[src/rtl/defuse_stage_engine_if.sv]
// Player-facing signal bundle for defuse_stage_engine.
// The master side drives the button, switches and enable; the slave side is the engine.
interface defuse_stage_engine_if #(
    parameter int SW_WIDTH = 4
);
    localparam int TW = $clog2(SW_WIDTH);

    logic                start_btn_press;
    logic [SW_WIDTH-1:0] switch;
    logic                game_enable;
    logic [TW-1:0]       target;
    logic [3:0]          stage;
    logic [7:0]          score;
    logic [2:0]          strikes;
    logic                stage_done;
    logic                game_complete;
    logic                game_lost;

    modport master (
        output start_btn_press, switch, game_enable,
        input  target, stage, score, strikes, stage_done, game_complete, game_lost
    );

    modport slave (
        input  start_btn_press, switch, game_enable,
        output target, stage, score, strikes, stage_done, game_complete, game_lost
    );
endinterface

[src/rtl/defuse_stage_engine.sv]
// Multi-stage "defuse" game: each stage picks a random switch and the player must press
// with exactly that switch set before the per-attempt timer expires.
module defuse_stage_engine #(
    parameter int          NUM_STAGES     = 4,
    parameter int          SW_WIDTH       = 4,
    parameter int          TIMEOUT_CYCLES = 1000,
    parameter int          MAX_STRIKES    = 3,
    parameter logic [15:0] SEED           = 16'hACE1
) (
    input logic                  clk,
    input logic                  rst,
    defuse_stage_engine_if.slave bus
);
    localparam int TW  = $clog2(SW_WIDTH);
    localparam int TMW = $clog2(TIMEOUT_CYCLES);

    localparam logic [2:0] S_IDLE  = 3'd0;
    localparam logic [2:0] S_GEN   = 3'd1;
    localparam logic [2:0] S_ARMED = 3'd2;
    localparam logic [2:0] S_CHECK = 3'd3;
    localparam logic [2:0] S_WIN   = 3'd4;
    localparam logic [2:0] S_LOSE  = 3'd5;

    logic [2:0]          state_q, state_d;
    logic [15:0]         lfsr_q, lfsr_d;
    logic                btn_q, primed_q;
    logic [SW_WIDTH-1:0] sw_q, sw_d;
    logic [TMW-1:0]      timer_q, timer_d;
    logic [TW-1:0]       target_q, target_d;
    logic [3:0]          stage_q, stage_d;
    logic [7:0]          score_q, score_d;
    logic [2:0]          strikes_q, strikes_d;
    logic                stage_done_q, stage_done_d;
    logic                complete_q, complete_d;
    logic                lost_q, lost_d;

    logic                btn_edge;
    logic [SW_WIDTH-1:0] onehot;
    logic [8:0]          score_sum;
    logic [2:0]          strikes_inc;

    // primed_q masks the first cycle after reset so a button held through reset is not an edge
    assign btn_edge    = bus.start_btn_press & ~btn_q & primed_q;
    assign onehot      = {{(SW_WIDTH-1){1'b0}}, 1'b1} << target_q;
    assign score_sum   = {1'b0, score_q} + {5'd0, stage_q} + 9'd1;
    assign strikes_inc = strikes_q + 3'd1;

    always_comb begin
        state_d      = state_q;
        lfsr_d       = {lfsr_q[0] ^ lfsr_q[2] ^ lfsr_q[3] ^ lfsr_q[5], lfsr_q[15:1]};
        sw_d         = sw_q;
        timer_d      = timer_q;
        target_d     = target_q;
        stage_d      = stage_q;
        score_d      = score_q;
        strikes_d    = strikes_q;
        stage_done_d = 1'b0;

        case (state_q)
            S_IDLE: begin
                if (btn_edge) begin
                    score_d   = '0;
                    stage_d   = '0;
                    strikes_d = '0;
                    state_d   = S_GEN;
                end
            end
            S_GEN: begin
                target_d = lfsr_q[TW-1:0];
                timer_d  = '0;
                state_d  = S_ARMED;
            end
            S_ARMED: begin
                if (btn_edge) begin
                    sw_d    = bus.switch;
                    state_d = S_CHECK;
                end else if (timer_q == TMW'(TIMEOUT_CYCLES - 1)) begin
                    timer_d   = '0;
                    strikes_d = strikes_inc;
                    if (strikes_inc == 3'(MAX_STRIKES))
                        state_d = S_LOSE;
                end else begin
                    timer_d = timer_q + 1'b1;
                end
            end
            S_CHECK: begin
                if (sw_q == onehot) begin
                    score_d      = score_sum[8] ? 8'hFF : score_sum[7:0];
                    stage_done_d = 1'b1;
                    if (stage_q == 4'(NUM_STAGES - 1)) begin
                        state_d = S_WIN;
                    end else begin
                        stage_d = stage_q + 4'd1;
                        state_d = S_GEN;
                    end
                end else begin
                    strikes_d = strikes_inc;
                    timer_d   = '0;
                    state_d   = (strikes_inc == 3'(MAX_STRIKES)) ? S_LOSE : S_ARMED;
                end
            end
            S_WIN, S_LOSE: begin
                if (btn_edge)
                    state_d = S_IDLE;
            end
            default: state_d = S_IDLE;
        endcase

        if (!bus.game_enable) begin
            state_d      = S_IDLE;
            stage_d      = '0;
            strikes_d    = '0;
            stage_done_d = 1'b0;
        end

        complete_d = (state_d == S_WIN) || (state_d == S_LOSE);
        lost_d     = (state_d == S_LOSE);
    end

    always_ff @(posedge clk) begin
        if (rst) begin
            state_q      <= S_IDLE;
            lfsr_q       <= SEED;
            btn_q        <= 1'b0;
            primed_q     <= 1'b0;
            sw_q         <= '0;
            timer_q      <= '0;
            target_q     <= '0;
            stage_q      <= '0;
            score_q      <= '0;
            strikes_q    <= '0;
            stage_done_q <= 1'b0;
            complete_q   <= 1'b0;
            lost_q       <= 1'b0;
        end else begin
            state_q      <= state_d;
            lfsr_q       <= lfsr_d;
            btn_q        <= bus.start_btn_press;
            primed_q     <= 1'b1;
            sw_q         <= sw_d;
            timer_q      <= timer_d;
            target_q     <= target_d;
            stage_q      <= stage_d;
            score_q      <= score_d;
            strikes_q    <= strikes_d;
            stage_done_q <= stage_done_d;
            complete_q   <= complete_d;
            lost_q       <= lost_d;
        end
    end

    assign bus.target        = target_q;
    assign bus.stage         = stage_q;
    assign bus.score         = score_q;
    assign bus.strikes       = strikes_q;
    assign bus.stage_done    = stage_done_q;
    assign bus.game_complete = complete_q;
    assign bus.game_lost     = lost_q;
endmodule

[src/flat_wrapper.sv]
// flat-port wrapper written by rule: the top's interface ports become plain ports
module defuse_stage_engine_flat 
#(
    parameter int          NUM_STAGES     = 4,
    parameter int          SW_WIDTH       = 4,
    parameter int          TIMEOUT_CYCLES = 1000,
    parameter int          MAX_STRIKES    = 3,
    parameter logic [15:0] SEED           = 16'hACE1
)
  (clk, rst, bus_start_btn_press, bus_switch, bus_game_enable, bus_target, bus_stage, bus_score, bus_strikes, bus_stage_done, bus_game_complete, bus_game_lost);
  defuse_stage_engine_if #(.SW_WIDTH(SW_WIDTH)) bus_i ();
  input logic clk;
  input logic rst;
  input wire logic [$bits(bus_i.start_btn_press)-1:0] bus_start_btn_press;
  input wire logic [$bits(bus_i.switch)-1:0] bus_switch;
  input wire logic [$bits(bus_i.game_enable)-1:0] bus_game_enable;
  output wire logic [$bits(bus_i.target)-1:0] bus_target;
  output wire logic [$bits(bus_i.stage)-1:0] bus_stage;
  output wire logic [$bits(bus_i.score)-1:0] bus_score;
  output wire logic [$bits(bus_i.strikes)-1:0] bus_strikes;
  output wire logic [$bits(bus_i.stage_done)-1:0] bus_stage_done;
  output wire logic [$bits(bus_i.game_complete)-1:0] bus_game_complete;
  output wire logic [$bits(bus_i.game_lost)-1:0] bus_game_lost;
  assign bus_i.start_btn_press = bus_start_btn_press;
  assign bus_i.switch = bus_switch;
  assign bus_i.game_enable = bus_game_enable;
  assign bus_target = bus_i.target;
  assign bus_stage = bus_i.stage;
  assign bus_score = bus_i.score;
  assign bus_strikes = bus_i.strikes;
  assign bus_stage_done = bus_i.stage_done;
  assign bus_game_complete = bus_i.game_complete;
  assign bus_game_lost = bus_i.game_lost;
  defuse_stage_engine #(.NUM_STAGES(NUM_STAGES), .SW_WIDTH(SW_WIDTH), .TIMEOUT_CYCLES(TIMEOUT_CYCLES), .MAX_STRIKES(MAX_STRIKES), .SEED(SEED)) u_core (.clk(clk), .rst(rst), .bus(bus_i));
endmodule
[config.mk]
export PLATFORM = sky130hd
export DESIGN_NAME = defuse_stage_engine_flat
export DESIGN_NICKNAME = d
export VERILOG_FILES = /design/src/rtl/defuse_stage_engine_if.sv /design/src/rtl/defuse_stage_engine.sv /design/src/flat_wrapper.sv
export SDC_FILE = /design/constraint.sdc
export NUM_CORES = 1
export LEC_CHECK = 0
export CORE_MARGIN = 2
export CORE_UTILIZATION = 35
export DETAILED_ROUTE_END_ITERATION = 6
export DONT_BUFFER_PORTS = 1
export PLACE_DENSITY = 0.57
export SYNTH_ARGS = -nofsm -noshare
export SYNTH_HDL_FRONTEND = slang
export SYNTH_SLANG_ARGS = --single-unit
[constraint.sdc]
create_clock -name clk -period 1.85 [get_ports clk]
set_clock_uncertainty 0.15 [all_clocks]
set_input_delay 0.37 -clock clk [delete_from_list [all_inputs] [get_ports clk]]
set_output_delay 0.37 -clock clk [all_outputs]
set_load 0.02 [all_outputs]
==> deck_impl_summary.md <==
Physical Implementation Snapshot

Finish
  • Final cell area excluding filler cells: 4051 um2
  • Sequential cell area share: 27.92%
  • Finished Core Util: 52.70%
  • Comb/total area: 44.16%
  • Nets: 422
  • Combinational Gates: 222
  • Final-layout clock-cell area share: 2.409%
  • Top class by area: combinational gates
  • Most instantiated logic cells after routing: buf_4, dfxtp_1, inv_1, nor2_1, nand2_1
  • P&R area growth vs syn: 47.05%
  • Inverters excl. clock: 24
  • Share of cells above drive strength 1: 40.39%
  • Bufs w/o clock: 97
  • Top cell excl fill/tap: buf_4
  • Non-filler cells, final: 508
  • Antenna Diode Count: 0
  • Combinational Area: 1789 um2
  • Signal buf overhead: 20.07%

Die
  • Die Span X: 92.73 um
  • # IOs: 28
  • Tap Count: 102
  • Overall die height: 92.73 um
  • Die area: 8598 um2
  • Pre-Place Util: 35.84%
  • Row count: 32

Worst setup path
  • Slowest cell delay on critical path: 390 ps
  • Slowest CP cell: or3b_4
  • Crit path DAT: 2080 ps
  • Buf/Inv on CP: 1
  • Worst setup path startpoint: u_core.bus.target[0]
  • R2R depth: 6
  • Crit. End Element: flop
  • Crit Path Class: flop to flop
  • Crit path to: u_core.bus.score[4]
  • Max FO, Critical Path: 6
  • CP top delay family: AND-OR/OR-AND gates
  • R2R Path End: u_core.bus.score[4]
  • Worst path cell trace: or3b_4, a21o_1, buf_6, a21oi_4, o21ai_1, a221oi_1

Final timing
  • Worst-margin pin slew: 451.0 ps
  • Setup violations, final: 23
  • Min Tclk post-route: 2009 ps
  • Final Hold Viols: 12
  • Final WS setup: -158.9 ps
  • TNS Setup: -1616 ps
  • WHS: -57.59 ps
  • Max Slew Vio Count: 0
  • Fmax: 497.8 MHz
  • Crit share post-route: 108.6%

Synth
  • Syn_nets: 329
  • Netlist cell types: 62
  • Yosys stat area: 2755 um2
  • Ys cells: 312
  • Most used flip-flop cell after synthesis: dfxtp_1
  • Synth flops: 55
  • Top area cell types: dfxtp_1, ha_1, a21oi_1
  • Synth Seq Share: 39.96%
  • Flip-flops with a built-in enable: 0
  • Post-synth ARST share: 0%
  • Synth warn: 0
  • Avg Cell Area, Syn: 8.831 um2
  • Largest area contributor in the netlist: dfxtp_1

Route
  • Met1 wire length: 3447 um
  • Met3 WL: 326 um
  • Drt pass-1 iters: 4
  • Detail-routed via count per cell: 5.197
  • Wire length on met2: 3571 um

Worst hold path
  • Min-delay src: rst
  • Hold EP: u_core.bus.target[1]
  • Cell depth of the worst hold path: 1
  • Worst Hold Class: input port to flop

CTS
  • Clk ins delay skew pair: 320 ps
  • Clk Tree Root Cell: clkbuf_8
  • H-tree depth: 2
  • Clk buf depth: 2
  • Hold buffer count at cts: 16
  • Post-CTS Resized: 20

Power and ir drop
  • Power Density: 510.9 nW/um2
  • Biggest consumer: sequential cells
  • Pleak: 1.557 nW
  • Clock network power: 0.748 mW
  • Clk pwr share: 36.1%
  • Net Sw Power: 0.5183 mW
  • Internal power: 1.552 mW
  • Switching Share: 25.04%
  • P_comb: 0.114 mW
  • VDD IR-drop max: 0.0003683 V
  • Final Total Pwr: 2.070 mW

Place
  • Gpl congestion: 0.8394
  • Hpwl dp: 5240 um
  • # port buffers: 0
  • Pre-CTS setup slack: -155.2 ps
  • DP Area: 3430 um2
  • Cell count after placement: 475

Status
  • Status: complete, but fails checks
  • Failing checks: negative hold slack, negative setup slack

Global route
  • Largest net degree at the start of global routing: 37
  • First-pass GRT wire length: 12040 um
  • Initial antenna violation count: 0
[per-layer routing]
layer	vias to the layer above	global-route usage, %
li1	1330	-
met5	-	0
met3	9	3.743
met1	1261	22.38
met2	40	28.77
met4	0	4.902
[cells by family (layout without fill, tap and decap cells)]
kind of cell,count (synthesis),count (layout),share of synthesized area (%)
compound gates,88,88,24.07
fa+ha+maj,9,9,4.360
flops,55,55,39.96
xor+xnor,4,4,1.272
mux,7,7,2.543
simple gates,114,114,22.84
buf+inv,35,129,4.950
[registers in the layout (all words and copies together), names as in the netlist, 2 cells and up]
signal,cells
u_core.lfsr_q,16
u_core.timer_q,10
u_core.bus.score,8
u_core.bus.stage,4
u_core.sw_q,4
u_core.bus.strikes,3
u_core.state_q,3
u_core.bus.target,2
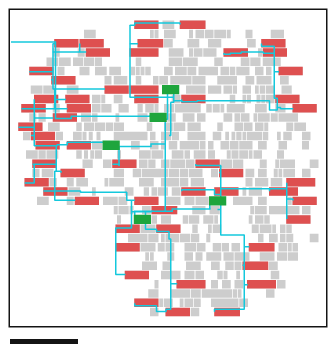
(images/clock_map.png)
The bar under the picture is 20 um long.
red -> flip-flops  # count 55
green -> cells driving clock nets  # count 5
cyan -> clock wires  # length 700 um
flops lie = widely spread

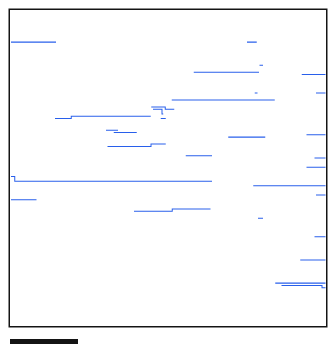
(images/met3.png)
The bar under the picture is 20 um long.
nets with wire on the layer = 25
share of all routed wire = 4.4%
main direction = horizontal
longest straight run = 57.7 um

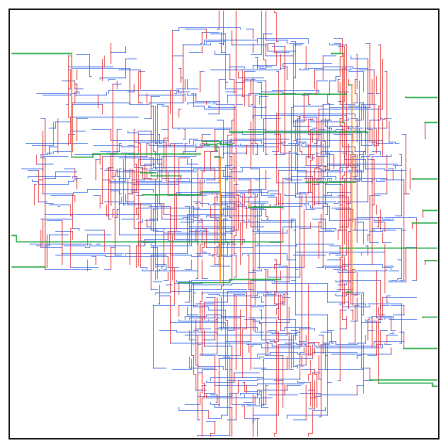
(images/metal_stack.png)
blue -> met1  # wire length 3450 um
orange -> met4  # wire length 110 um
green -> met3  # wire length 326 um
red -> met2  # wire length 3570 um
total wire length: 7454 um
post-DR wirelength/cell: 14.67 um
total global-route track usage: 17.22%
Vias: 2640

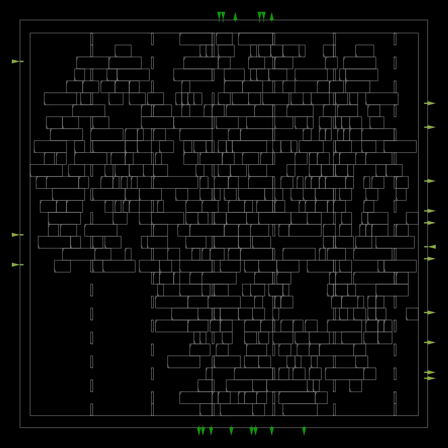
(images/final_placement.png)
Fillers: 719
Seq cells: 55

Power figures rest on the tool's default switching activity, not on a simulated workload.
